## config.mk

```make
export PLATFORM = sky130hd
export DESIGN_NAME = fifo_rd_arbiter
export DESIGN_NICKNAME = d
export VERILOG_FILES = /design/src/rtl/fifo_rd_arbiter.sv
export SDC_FILE = /design/constraint.sdc
export NUM_CORES = 1
export LEC_CHECK = 0
export CAP_MARGIN = 20
export CORE_AREA = 2 2 131 133
export CTS_CLUSTER_DIAMETER = 30
export DETAILED_ROUTE_END_ITERATION = 8
export DIE_AREA = 0 0 133 135
export DONT_BUFFER_PORTS = 1
export SYNTH_ARGS = -nofsm -noshare
export SYNTH_HDL_FRONTEND = slang
export SYNTH_SLANG_ARGS = --single-unit
```

## constraint.sdc

```tcl
create_clock -name rd_clk_i -period 7.7 [get_ports rd_clk_i]
set_input_delay 2.31 -clock rd_clk_i [delete_from_list [all_inputs] [get_ports rd_clk_i]]
set_output_delay 2.31 -clock rd_clk_i [all_outputs]
set_load 0.02 [all_outputs]
```

## src/rtl/fifo_rd_arbiter.sv

```systemverilog
// fifo_rd_arbiter: grants whole frames round-robin across NUM_CH async_fifo read ports
// and merges them into one valid/ready stream tagged with the source channel.

module fifo_rd_arbiter #(
    parameter int NUM_CH          = 4,
    parameter int DATA_WIDTH      = 64,
    parameter int CH_WIDTH        = $clog2(NUM_CH),
    parameter int MAX_FRAME_WORDS = 256
) (
    input  logic                         rd_clk_i,
    input  logic                         rstn_i,
    input  logic [NUM_CH-1:0]            ch_en_i,
    input  logic [NUM_CH-1:0]            fifo_empty_i,
    output logic [NUM_CH-1:0]            fifo_rd_en_o,
    input  logic [NUM_CH*DATA_WIDTH-1:0] fifo_rd_data_i,
    output logic                         m_valid_o,
    input  logic                         m_ready_i,
    output logic [DATA_WIDTH-1:0]        m_data_o,
    output logic                         m_last_o,
    output logic [CH_WIDTH-1:0]          m_ch_o,
    output logic                         busy_o,
    output logic                         err_len_o
);
    localparam int CNT_WIDTH = $clog2(MAX_FRAME_WORDS + 1);

    typedef enum logic {IDLE, XFER} state_t;

    typedef struct packed {
        logic [DATA_WIDTH-1:0] data;
        logic                  last;
        logic [CH_WIDTH-1:0]   ch;
    } entry_t;

    state_t                state, state_nxt;
    logic [CH_WIDTH-1:0]   grant, grant_nxt;
    logic [CH_WIDTH-1:0]   rr_ptr, rr_ptr_nxt;
    logic [CNT_WIDTH-1:0]  word_cnt, word_cnt_nxt;
    logic                  rd_pending;

    entry_t                obuf [2];
    logic                  rd_idx, wr_idx;
    logic [1:0]            occ, occ_nxt;

    logic [NUM_CH-1:0]     req, req_hi, pick;
    logic [CH_WIDTH-1:0]   arb_ch;
    logic [DATA_WIDTH-1:0] ch_data [NUM_CH];
    logic [DATA_WIDTH-1:0] arr_word;
    logic                  arrive, at_limit, frame_end, pop, issue;
    entry_t                arr_entry;

    assign req = ~fifo_empty_i & ch_en_i;

    // Round-robin pick: lowest requester at or above rr_ptr, else lowest overall (wrap).
    always_comb begin
        req_hi = '0;
        arb_ch = '0;
        for (int i = 0; i < NUM_CH; i++) begin
            req_hi[i] = req[i] && (i >= int'(rr_ptr));
        end
        pick = (req_hi != '0) ? req_hi : req;
        for (int i = NUM_CH - 1; i >= 0; i--) begin
            if (pick[i]) arb_ch = CH_WIDTH'(i);
        end
    end

    always_comb begin
        for (int k = 0; k < NUM_CH; k++) begin
            ch_data[k] = fifo_rd_data_i[k*DATA_WIDTH +: DATA_WIDTH];
        end
    end

    // A read issued last cycle returns now; one-cycle FIFO latency means at most one in flight.
    assign arr_word  = ch_data[grant];
    assign arrive    = rd_pending;
    assign at_limit  = (word_cnt == CNT_WIDTH'(MAX_FRAME_WORDS));
    assign frame_end = arrive && (arr_word[DATA_WIDTH-1] || at_limit);
    assign pop       = m_valid_o && m_ready_i;
    assign occ_nxt   = occ + {1'b0, arrive} - {1'b0, pop};
    assign issue     = (state == XFER) && !fifo_empty_i[grant] && !frame_end &&
                       !at_limit && (occ_nxt <= 2'd1);

    always_comb begin
        arr_entry.data = {arr_word[DATA_WIDTH-1] | at_limit, arr_word[DATA_WIDTH-2:0]};
        arr_entry.last = arr_word[DATA_WIDTH-1] | at_limit;
        arr_entry.ch   = grant;
    end

    always_comb begin
        // NOTE: every signal driven here gets a default first, so no latch can be inferred.
        state_nxt    = state;
        grant_nxt    = grant;
        rr_ptr_nxt   = rr_ptr;
        word_cnt_nxt = word_cnt;
        fifo_rd_en_o = '0;
        case (state)
            IDLE: begin
                word_cnt_nxt = '0;
                if (req != '0) begin
                    state_nxt  = XFER;
                    grant_nxt  = arb_ch;
                    rr_ptr_nxt = (arb_ch == CH_WIDTH'(NUM_CH - 1)) ? '0 : arb_ch + CH_WIDTH'(1);
                end
            end
            XFER: begin
                if (issue) begin
                    fifo_rd_en_o[grant] = 1'b1;
                    word_cnt_nxt        = word_cnt + CNT_WIDTH'(1);
                end
                if (frame_end) begin
                    state_nxt    = IDLE;
                    word_cnt_nxt = '0;
                end
            end
            default: state_nxt = IDLE;
        endcase
    end

    always_ff @(posedge rd_clk_i or negedge rstn_i) begin
        if (!rstn_i) begin
            // NOTE: sequential state uses non-blocking assignments so every flop samples pre-edge values.
            state      <= IDLE;
            grant      <= '0;
            rr_ptr     <= '0;
            word_cnt   <= '0;
            rd_pending <= 1'b0;
        end else begin
            state      <= state_nxt;
            grant      <= grant_nxt;
            rr_ptr     <= rr_ptr_nxt;
            word_cnt   <= word_cnt_nxt;
            rd_pending <= issue;
        end
    end

    always_ff @(posedge rd_clk_i or negedge rstn_i) begin
        if (!rstn_i) begin
            // NOTE: the buffer entries are reset because m_data_o/m_ch_o read them directly.
            for (int i = 0; i < 2; i++) obuf[i] <= '0;
            rd_idx <= 1'b0;
            wr_idx <= 1'b0;
            occ    <= '0;
        end else begin
            if (arrive) begin
                obuf[wr_idx] <= arr_entry;
                wr_idx       <= ~wr_idx;
            end
            if (pop) rd_idx <= ~rd_idx;
            occ <= occ_nxt;
        end
    end

    assign m_valid_o = (occ != 2'd0);
    assign m_data_o  = obuf[rd_idx].data;
    assign m_last_o  = obuf[rd_idx].last;
    assign m_ch_o    = obuf[rd_idx].ch;
    assign busy_o    = (state == XFER);
    assign err_len_o = arrive && at_limit && !arr_word[DATA_WIDTH-1];

endmodule

```

### Local utilization

Drawn at 3 px/um. The die is cut into 13 by 14 equal tiles; white is low, dark blue is high, 0 to 100% covered.
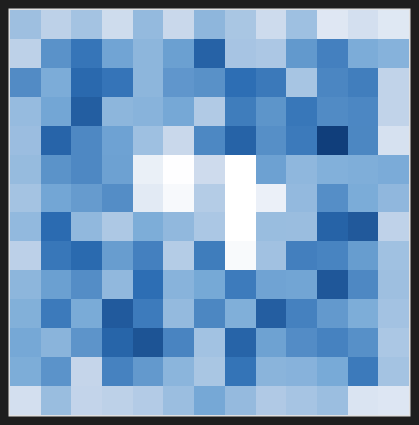
The emptiest ninth of the die: middle. 9.3% of the tiles are over 75% full. 2.2% of the tiles are nearly empty.
core utilization of the finished layout: 0.5474
floorplan utilization: 0.5010

### Sequential cells coloured by netlist name

Drawn at 4 px/um. Other sequential cells in the stronger grey, the rest of the logic in the fainter grey.
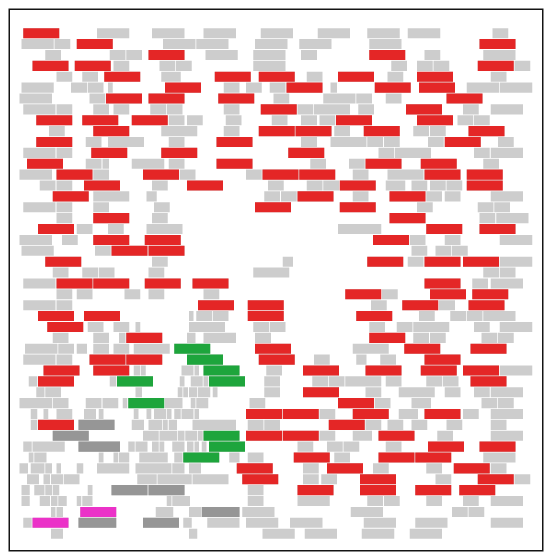
Green shows word_cnt, sequential cells 9. Magenta shows rr_ptr, sequential cells 2. Red shows obuf, sequential cells 132, where widely spread.
area taken by flip-flops and latches: 3785 um^2
sequential fraction of total cell area: 0.4214
power in sequential cells: 0.00145 W

==> summary.txt <==
The layout was made with Yosys and OpenROAD.

The data required time at the worst endpoint is 5390 ps. The report lists the number of cells resized after CTS as 0. The library cell with the largest summed area after synthesis is sky130_fd_sc_hd__dfrtp_1. The count of buffers added by post-CTS timing repair for setup is 0. The total die size is 17,960 um^2.

Once detailed placement completed, the half-perimeter wirelength came to 12,820 um. The first global-routing pass estimated 27,790 um of wire. The area recorded from the Yosys report for this design is 8220 um^2. For this design the top-level I/O count stands at 341. The number of warning messages in the yosys log is 0. In this run the static leakage power is 3.556 nW. The die width is 133 um. The tightest slew margin relative to the limit is 0.3280. Max fanout on the critical path was recorded as 8. The script extracted a net switching power of 0.001594 W. The classification of the worst-slack hold path is reg -> reg. The post-placement cell area is 8371 um^2. Buffers inserted to repair hold after CTS numbered 0. The run finished with clean final reports. The placement report lists the number of port buffers as 0. The capture instance of the worst register-to-register path is word_cnt[3].
### Routed metal, one colour a layer

Drawn at 4 px/um.
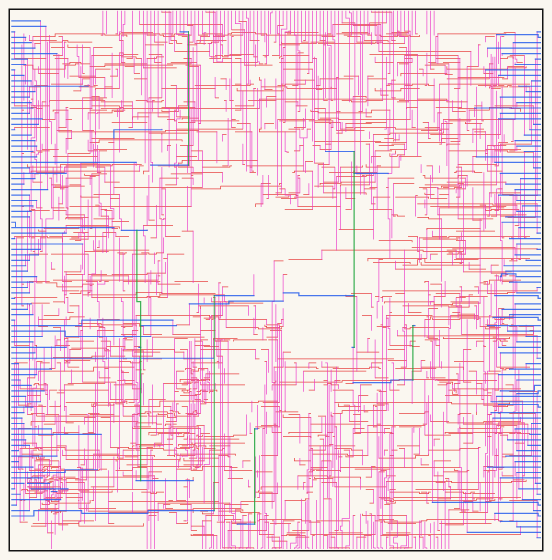
Green shows metal 4, wire length 237 um. Magenta shows metal 2, wire length 9,590 um. Red shows metal 1, wire length 6,890 um. Blue shows metal 3, wire length 1,610 um.
Routed WL per cell: 24.05 um
global router's overall resource usage: 0.2032
vias post-DR: 4,618
total routed wirelength: 18,330 um

-- power groups by stage --
stage	clock network, W	registers [W]	logic [W]
final	0.000835	0.00145	0.00190
after global routing	0.000890	0.00151	0.00203
after CTS	0.000855	0.00145	0.00194
after detailed placement	0	0.00147	0.00193
after global placement	0	0.00144	0.00189
after floorplan	0	0.00132	0.00173
-- per-layer routing --
metal	part of all wire	wire (um)	vias to the layer above	global-route usage
li1	-	-	2025	-
met1	0.38	6888	2364	0.2327
met2	0.52	9593	213	0.3604
met3	0.088	1606	16	0.06794
met4	0.013	236	0	0.06631
met5	0	0	-	0
-- flip-flops by register name (all words and copies together), names as in the netlist --
name and count:
arrive 1, busy_o 1, grant 2, obuf 132, occ 2, rd_idx 1
rr_ptr 2, word_cnt 9, wr_idx 1
-- worst min-delay path by stage --
stage	start	endpoint	slack, ps	depth (start not counted)
after floorplan	obuf[67]	obuf[67]	450	1
after global routing	obuf[21]	obuf[21]	500	1
after CTS	obuf[68]	obuf[68]	490	1
after detailed placement	obuf[68]	obuf[68]	470	1
final	obuf[68]	obuf[68]	480	1
after global placement	obuf[68]	obuf[68]	460	1
-- final cells by class --
cell class,instances,area (um^2),area share
repair buffers,4,30.03,0.003344
inverters,9,33.78,0.003761
diodes,2,5.005,0.0005573
multi-input cells,344,4247,0.4728
flip-flops and latches,151,3785,0.4214
clock inverters,7,90.09,0.01003
well taps,220,275.3,0.03065
clock buffers,25,515.5,0.05740
-- worst max-delay path, delay by kind of cell --
kind | cells | cell delay, ps
buffers and inverters | 1 | 50
adders and majority gates | 2 | 410
xor gates and xnor gates | 1 | 320
and+or+nand+nor | 5 | 1210
-- metrics by stage --
stage / setup WS (ps) / hold WS [ps] / instances / total power, W
after floorplan: 1214 / 450.3 / 543 / 0.003044
after global placement: 1089 / 462.3 / 728 / 0.003332
after detailed placement: 1081 / 472.3 / 728 / 0.003393
after CTS: 1075 / 485.4 / 760 / 0.004245
after global routing: 1009 / 503.0 / 760 / 0.004432
final: 1088 / 483.5 / 762 / 0.004183
-- cells in the final DEF, fill, tap and decap left out, drive strengths merged, types with 2 or more instances in the layout --
| master | Yosys | routed |
|---|---|---|
| a21boi | 2 | 2 |
| a21oi | 4 | 4 |
| and3 | 2 | 2 |
| buf | 20 | 4 |
| bufinv | 0 | 2 |
| clkbuf | 19 | 25 |
| clkinv | 0 | 3 |
| clkinvlp | 0 | 2 |
| dfrtp | 151 | 151 |
| diode | 0 | 2 |
| ha | 4 | 4 |
| inv | 9 | 9 |
| mux2 | 196 | 196 |
| mux4 | 65 | 65 |
| nand2 | 9 | 9 |
| nand2b | 4 | 4 |
| nand3 | 4 | 4 |
| nand4 | 5 | 5 |
| nor2 | 15 | 15 |
| nor3 | 4 | 4 |
| nor4b | 2 | 2 |
| o21ai | 6 | 6 |
| or2 | 2 | 2 |
| xor2 | 10 | 10 |
-- cell families after synthesis --
| kind of cell | synth area share |
|---|---|
| mux | 0.4478 |
| flops | 0.4597 |
| simple gates | 0.03471 |
| buf+inv | 0.02557 |
| compound gates | 0.01157 |
| xor+xnor | 0.01461 |
| fa+ha+maj | 0.006089 |
Power figures rest on the tool's default switching activity, not on a simulated workload.
